**config.mk**
```make
export PLATFORM = sky130hd
export DESIGN_NAME = spi_controller
export DESIGN_NICKNAME = d
export VERILOG_FILES = /design/src/rtl/spi_controller.sv
export SDC_FILE = /design/constraint.sdc
export NUM_CORES = 1
export LEC_CHECK = 0
export ABC_AREA = 1
export CAP_MARGIN = 20
export CORE_UTILIZATION = 54
export DETAILED_ROUTE_END_ITERATION = 10
export HOLD_SLACK_MARGIN = 0.05
export PLACE_DENSITY_LB_ADDON = 0.3
export SETUP_SLACK_MARGIN = 0.4
export SYNTH_ARGS = -nofsm -noshare
export SYNTH_HDL_FRONTEND = slang
export SYNTH_SLANG_ARGS = --single-unit
```
**constraint.sdc**
```tcl
create_clock -name clk -period 2.1 [get_ports clk]
set_input_delay 0.42 -clock clk [delete_from_list [all_inputs] [get_ports clk]]
set_output_delay 0.42 -clock clk [all_outputs]
set_load 0.005 [all_outputs]
```
**src/rtl/spi_controller.sv**
```systemverilog
`default_nettype none
// ---------------------------------------------------------------------------
// spi_controller : mode-0 SPI write-only master, 16-bit {data, addr, 1} frames
// Optional chip-select gap phase: define SPI_CS_GAP_EN.       Rev 1.0
// ---------------------------------------------------------------------------
module spi_controller #(
   parameter int CLK_DIV = 4,
   parameter int CS_GAP  = 4
) (
   input  logic       clk,
   input  logic       rst_n,
   input  logic       cmd_valid,
   output logic       cmd_ready,
   input  logic [6:0] cmd_addr,
   input  logic [7:0] cmd_data,
   output logic       sclk,
   output logic       ncs,
   output logic       copi,
   output logic       busy,
   output logic       done
);

   localparam logic [7:0] C_DIV_LAST = 8'(CLK_DIV - 1);
   localparam logic [4:0] C_LAST_BIT = 5'd16;

   typedef enum logic [2:0] {
      S_IDLE  = 3'd0,
      S_SETUP = 3'd1,
      S_HIGH  = 3'd2,
      S_LOW   = 3'd3,
      S_HOLD  = 3'd4,
      S_GAP   = 3'd5
   } state_t;

   state_t      r_state;
   state_t      w_state_nxt;
   logic [7:0]  r_div_cnt;
   logic [4:0]  r_bit_cnt;
   logic [15:0] r_shift;
   logic        r_done;
   logic        w_div_last;
   logic        w_accept;
   logic        w_phase_chg;

`ifdef SPI_CS_GAP_EN
   localparam logic [15:0] C_GAP_LAST = 16'(CS_GAP * CLK_DIV - 1);
   logic [15:0] r_gap_cnt;
`endif

   if ((CLK_DIV < 1) || (CLK_DIV > 255) || (CS_GAP < 1)) begin : g_param_check
      $error("spi_controller: CLK_DIV=%0d CS_GAP=%0d out of range", CLK_DIV, CS_GAP);
   end

   always_comb begin
      w_state_nxt = r_state;
      w_div_last  = (r_div_cnt == C_DIV_LAST);
      // rst_n term keeps cmd_ready low while reset is held
      cmd_ready   = (r_state == S_IDLE) && rst_n;
      w_accept    = cmd_valid && cmd_ready;
      case (r_state)
         S_IDLE:  if (w_accept)   w_state_nxt = S_SETUP;
         S_SETUP: if (w_div_last) w_state_nxt = S_HIGH;
         S_HIGH: begin
            if (w_div_last) begin
               if (r_bit_cnt == C_LAST_BIT) w_state_nxt = S_HOLD;
               else                         w_state_nxt = S_LOW;
            end
         end
         S_LOW:   if (w_div_last) w_state_nxt = S_HIGH;
         S_HOLD: begin
`ifdef SPI_CS_GAP_EN
            if (w_div_last) w_state_nxt = S_GAP;
`else
            if (w_div_last) w_state_nxt = S_IDLE;
`endif
         end
         S_GAP: begin
`ifdef SPI_CS_GAP_EN
            if (r_gap_cnt == C_GAP_LAST) w_state_nxt = S_IDLE;
`else
            w_state_nxt = S_IDLE;
`endif
         end
         default: w_state_nxt = S_IDLE;
      endcase
      w_phase_chg = (w_state_nxt != r_state);

      sclk = (r_state == S_HIGH);
      ncs  = !((r_state == S_SETUP) || (r_state == S_HIGH) ||
               (r_state == S_LOW)   || (r_state == S_HOLD));
      busy = (r_state != S_IDLE);
      copi = !ncs && r_shift[15];
      done = r_done;
   end

   always_ff @(posedge clk or negedge rst_n) begin
      if (!rst_n) begin
         r_state   <= S_IDLE;
         r_div_cnt <= '0;
         r_bit_cnt <= '0;
         r_shift   <= '0;
         r_done    <= 1'b0;
      end else begin
         r_state <= w_state_nxt;
         r_done  <= (r_state == S_HOLD) && w_phase_chg;

         if (w_phase_chg || (r_state == S_IDLE)) r_div_cnt <= '0;
         else                                     r_div_cnt <= r_div_cnt + 8'd1;

         // counts sclk rising edges, i.e. entries into HIGH
         if (r_state == S_IDLE)
            r_bit_cnt <= '0;
         else if (w_phase_chg && (w_state_nxt == S_HIGH))
            r_bit_cnt <= r_bit_cnt + 5'd1;

         // no shift into HOLD so copi keeps bit 0 until ncs rises
         if (w_accept)
            r_shift <= {cmd_data, cmd_addr, 1'b1};
         else if ((r_state == S_HIGH) && (w_state_nxt == S_LOW))
            r_shift <= {r_shift[14:0], 1'b0};
      end
   end

`ifdef SPI_CS_GAP_EN
   always_ff @(posedge clk or negedge rst_n) begin
      if (!rst_n)                 r_gap_cnt <= '0;
      else if (r_state != S_GAP)  r_gap_cnt <= '0;
      else                        r_gap_cnt <= r_gap_cnt + 16'd1;
   end
`endif

endmodule
`default_nettype wire

```
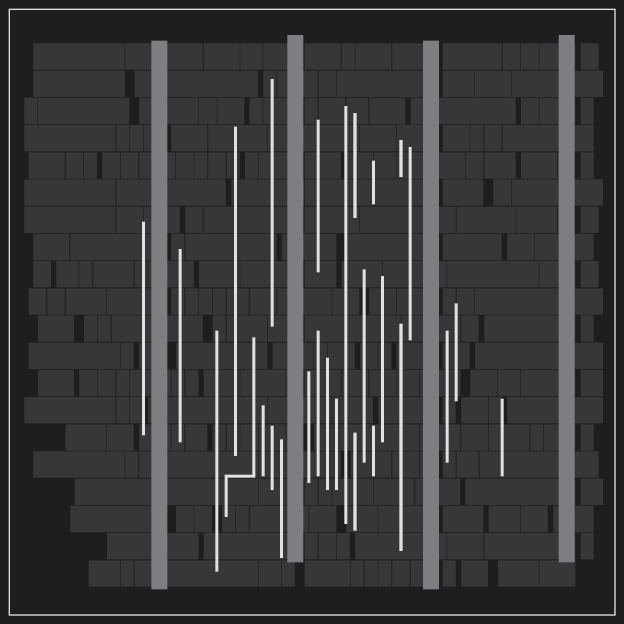
*Signal wires on met4, run 1*
(10 px per um) Supply wires on this layer in gray.
nets with wire on the layer = 25
share of all routed wire = 5.9%
vias after detailed routing: 2031
routed wire length: 6966 um

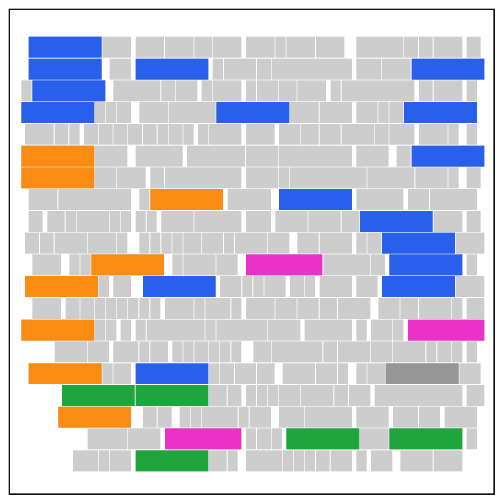
*Sequential cells colored by netlist name, run 1*
(8 px per um) Other sequential cells in the stronger gray, the rest of the logic in the fainter gray.
`r_shift` -> blue  # sequential cells 16
`r_bit_cnt` -> green  # sequential cells 5
`r_div_cnt` -> orange  # sequential cells 8
`r_state` -> magenta  # sequential cells 3
register fraction of the total cell area: 0.2838
seq pwr: 0.649 mW
post-layout util: 0.9270
Reg area: 829.5 um^2

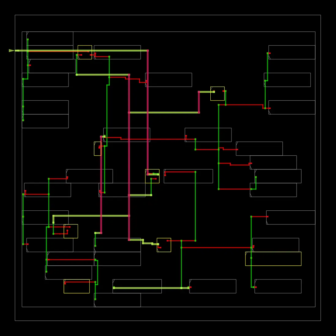
*Clock routing, run 1*
CTS Buf Count: 5
Clock Power: 0.530 mW

[run 1: final cells by class]
type | count | area [um^2] | share of cell area
Inverter | 39 | 153.9 | 0.05265
Clock buffer | 7 | 55.05 | 0.01884
Multi-Input combinational cell | 147 | 1092 | 0.3737
Tap cell | 44 | 55.05 | 0.01884
Timing Repair Buffer | 69 | 706.9 | 0.2419
Clock inverter | 1 | 30.03 | 0.01027
Sequential cell | 33 | 829.5 | 0.2838
[run 1: registers in the layout, summed over array words and instances, names as in the netlist]
register / cells
r_state: 3
r_shift: 16
r_div_cnt: 8
r_bit_cnt: 5
done: 1
[run 1: per-layer routing]
| layer | GRT usage | vias up | share of wire |
|---|---|---|---|
| met2 | 0.4474 | 148 | 0.47 |
| met5 | 0 | - | 0 |
| met3 | 0.07249 | 59 | 0.094 |
| met4 | 0.1591 | 0 | 0.059 |
| li1 | - | 869 | - |
| met1 | 0.3766 | 955 | 0.38 |
[run 1: kinds of logic after synthesis]
kind of cell | count (synthesis) | synth area share
xor+xnor | 4 | 0.01901
fa+ha+maj | 3 | 0.02037
buf+inv | 45 | 0.1059
compound gates | 33 | 0.1018
simple gates | 107 | 0.3048
flops | 33 | 0.4481
[run 1: cell usage in the layout (no fill, tap or decap), drive strengths merged, types with 2 or more instances in the layout]
cell	n
buf	49
nand2	43
inv	39
dfrtp	33
nor2	28
nor3	19
clkdlybuf4s50	17
o21ai	15
nand3	15
a21oi	13
clkbuf	9
xor2	3
ha	3
o311ai	2
o211ai	2
[run 1: timing repair]
| action | in CTS | in global routing |
|---|---|---|
| resized | 52 | 71 |
| endpoints found under the hold margin | 0 | 0 |
| cloned | 1 | 2 |
| setup endpoints to repair | 31 | 35 |
| pin swaps | 10 | 29 |
| setup buffers | 20 | 13 |
==> qor.yml, run 1 <==
run_status:
  outcome: "finished, final reports clean"
worst_setup_path:
  start_kind: "flip-flop"
  crit_type: "flip-flop to flip-flop"
  worst_path_most_repeated_cell: "nand2_1"
  r2r_start: "r_div_cnt[0]"
  cp_num_buf_inv: 1
  max_stage_delay_ns: 0.42
  cp.arrival_ns: 2.23
  crit_path_end: "r_bit_cnt[0]"
  startpoint: "r_div_cnt[0]"
grt:
  antenna_found_initial: 0
  grt_max_degree: 34
  grt_pass1_wl_um: 7617
yosys:
  edf_count: 0
  syn-cell-area_mm2: 0.001843
  netlist.top_cell.by_area: "dfrtp_1"
  ys_types: 31
  synth_warnings: 0
  top_cell_area_share: 0.4481
  ys.flops: 33
  syn-num-nets: 246
  area_leaders: "dfrtp_1 45%, nand2_1 8.1%, inv_1 7.5%"
  syn_area_per_cell_um2: 8.191
sta:
  slew_headroom: 0.6516
  setup_slack_ns: 0.1080
  finalMaxSlewViolations: 0
clock_tree:
  cts_root_buffer: "clkbuf_4"
  h-tree-depth: 2
route:
  dr.pass1.iters: 5
  drtIter0Drc: 213
  drt.antenna.violating_nets: 0
  routedWlPerCell_um: 20.49
power_and_ir_drop:
  power.switching_mw: 0.2877
  power_combinational_mw: 0.0749
  ir_drop_v: 0.0004547
layout:
  area_delta_synth_final_pct: 58.59
die:
  die_h_um: 60.42
  die_x_um: 60.42
placed_design:
  io_buffers: 23
  dp_slack_ns: 0.02697
  globalplace.congestion: 0.8407
==> inputs of run 2 (changes only) <==
--- a/config.mk
+++ b/config.mk
@@ -12,6 +12,7 @@
 export HOLD_SLACK_MARGIN = 0.05
 export PLACE_DENSITY_LB_ADDON = 0.3
 export SETUP_SLACK_MARGIN = 0.4
+export SLEW_MARGIN = 5
 export SYNTH_ARGS = -nofsm -noshare
 export SYNTH_HDL_FRONTEND = slang
 export SYNTH_SLANG_ARGS = --single-unit
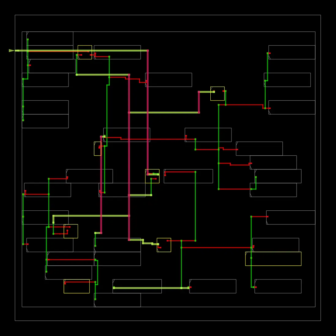
*Clock routing, run 2*
clk ins delay skew pair: 0.37 ns
Clock Sinks: 33
clock buffers: 7
Seq cells: 33

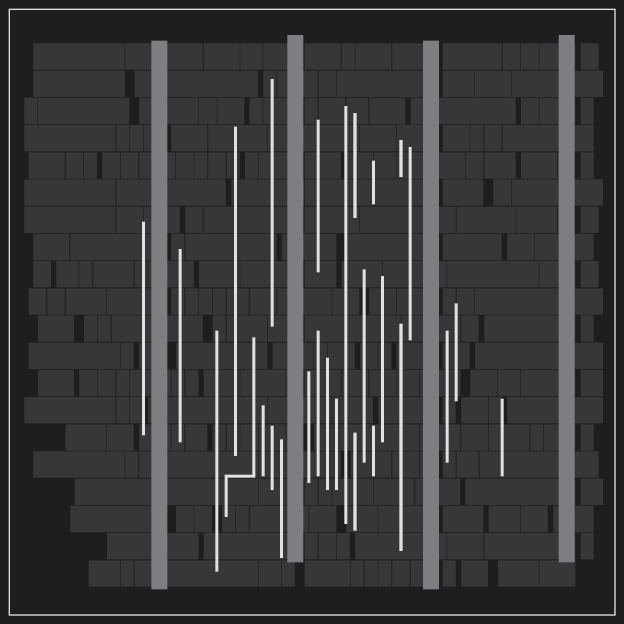
*Signal wires on met4, run 2*
(10 px per um) Supply wires on this layer in gray.
nets with wire on the layer = 25
main direction = vertical
share of all routed wire = 5.9%
wire length on this layer = 408 um

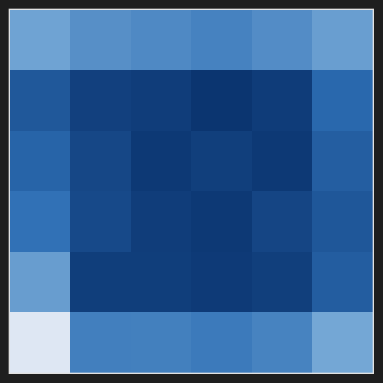
*Local utilization, run 2*
(6 px per um) 6 x 6 tiles, from white (low) to dark blue (high), 0 to 100% covered.
tiles over 75% full = 61%
densest ninth of the die = center
emptiest ninth of the die = south-west
fullest tile = 98%
mean over tiles = 79%

==> run 2 against run 1 <==
Effect of this change:
- synthesized area unchanged
- die size did not move
- synthesized cell count unchanged
- sequential power hardly changed
- global-route usage stayed put
- register-to-register slack about the same
- highest routed layer unchanged
- sequential share of layout area did not move
==> qor.yml, run 2 <==
layout:
  regMostFlops: "r_shift"
  largest_registers: "r_shift (16), r_div_cnt (8), r_bit_cnt (5)"
  area_delta_synth_final_pct: 58.59
  mostFrequentLayoutCells: "33 x inv_1, 30 x dfrtp_1, 29 x nand2_1, 23 x buf_4, 18 x buf_6"
  mostFrequentLayoutCell: "inv_1"
sta:
  finalMaxSlewViolations: 0
  slew_headroom: 0.6516
worst_setup_path:
  r2r_start: "r_div_cnt[0]"
  worst_path_most_repeated_cell: "nand2_1"
  max_stage_delay_ns: 0.42
  cp.arrival_ns: 2.23
  crit_type: "flip-flop to flip-flop"
yosys:
  edf_count: 0
  top_cell_area_share: 0.4481
  syn_area_per_cell_um2: 8.191
  ys.flops: 33
  syn-num-nets: 246
route:
  met1_length_um: 2646
  drtIter0Drc: 213
  wl_met3_um: 657
  met2_length_um: 3254
  dr.pass1.iters: 5
  num_vias: 2031
  routed.top_layer: "met4"
run_status:
  outcome: "finished, final reports clean"
die:
  die_h_um: 60.42
placed_design:
  globalplace.congestion: 0.8407
  io_buffers: 23
grt:
  met3_usage: 0.07249
  grt_max_degree: 34
  use_met2: 0.4474
power_and_ir_drop:
  power.switching_mw: 0.2877
  power_combinational_mw: 0.0749
clock_tree:
  postCtsSetupRepairBufs: 20
  cts_root_buffer: "clkbuf_4"
  h-tree-depth: 2
## run 2: worst max-delay path: cells and delay by family, from the launching register on
| kind | cells | cell delay (ns) |
|---|---|---|
| AND/OR/NAND/NOR | 8 | 0.98 |
| flip-flops | 1 | 0.42 |
| adder cells (fa/ha/maj) | 1 | 0.18 |
| buffers and inverters | 1 | 0.15 |
| AND-OR/OR-AND | 1 | 0.15 |
## run 2: worst max-delay path by stage
stage / from / to / cells after the start
floorplan: r_div_cnt[0] / r_bit_cnt[3] / 11
global placement: rst_n / cmd_ready / 4
detailed placement: rst_n / cmd_ready / 4
CTS: r_state[0] / sclk / 4
global route: r_div_cnt[0] / r_bit_cnt[0] / 12
finish: r_div_cnt[0] / r_bit_cnt[0] / 11
## run 2: cell families (layout without fill, tap and decap cells)
family / Yosys count / count (layout) / share of synthesized area
xor gates and xnor gates: 4 / 4 / 0.01901
buffers and inverters: 45 / 116 / 0.1059
and+or+nand+nor: 107 / 107 / 0.3048
adders and majority gates: 3 / 3 / 0.02037
DFF: 33 / 33 / 0.4481
AOI/OAI and AO/OA: 33 / 33 / 0.1018
## run 2: through the flow
stage	power [mW]	std cells	worst slack [ns]
5_1_grt	1.284	340	0.02192
3_5_place_dp	0.7227	296	0.02697
2_1_floorplan	0.6707	225	0.4678
4_1_cts	1.220	325	0.3269
6_report	1.254	340	0.1080
3_3_place_gp	0.7226	296	0.002914
## run 2: cell type report
cell class,instances,area [um^2],area share
Tap cell,44,55.05,0.01884
Inverter,39,153.9,0.05265
Clock buffer,7,55.05,0.01884
Sequential cell,33,829.5,0.2838
Multi-Input combinational cell,147,1092,0.3737
Clock inverter,1,30.03,0.01027
Timing Repair Buffer,69,706.9,0.2419
No activity file was given, so power comes from the tool's default toggle rates.
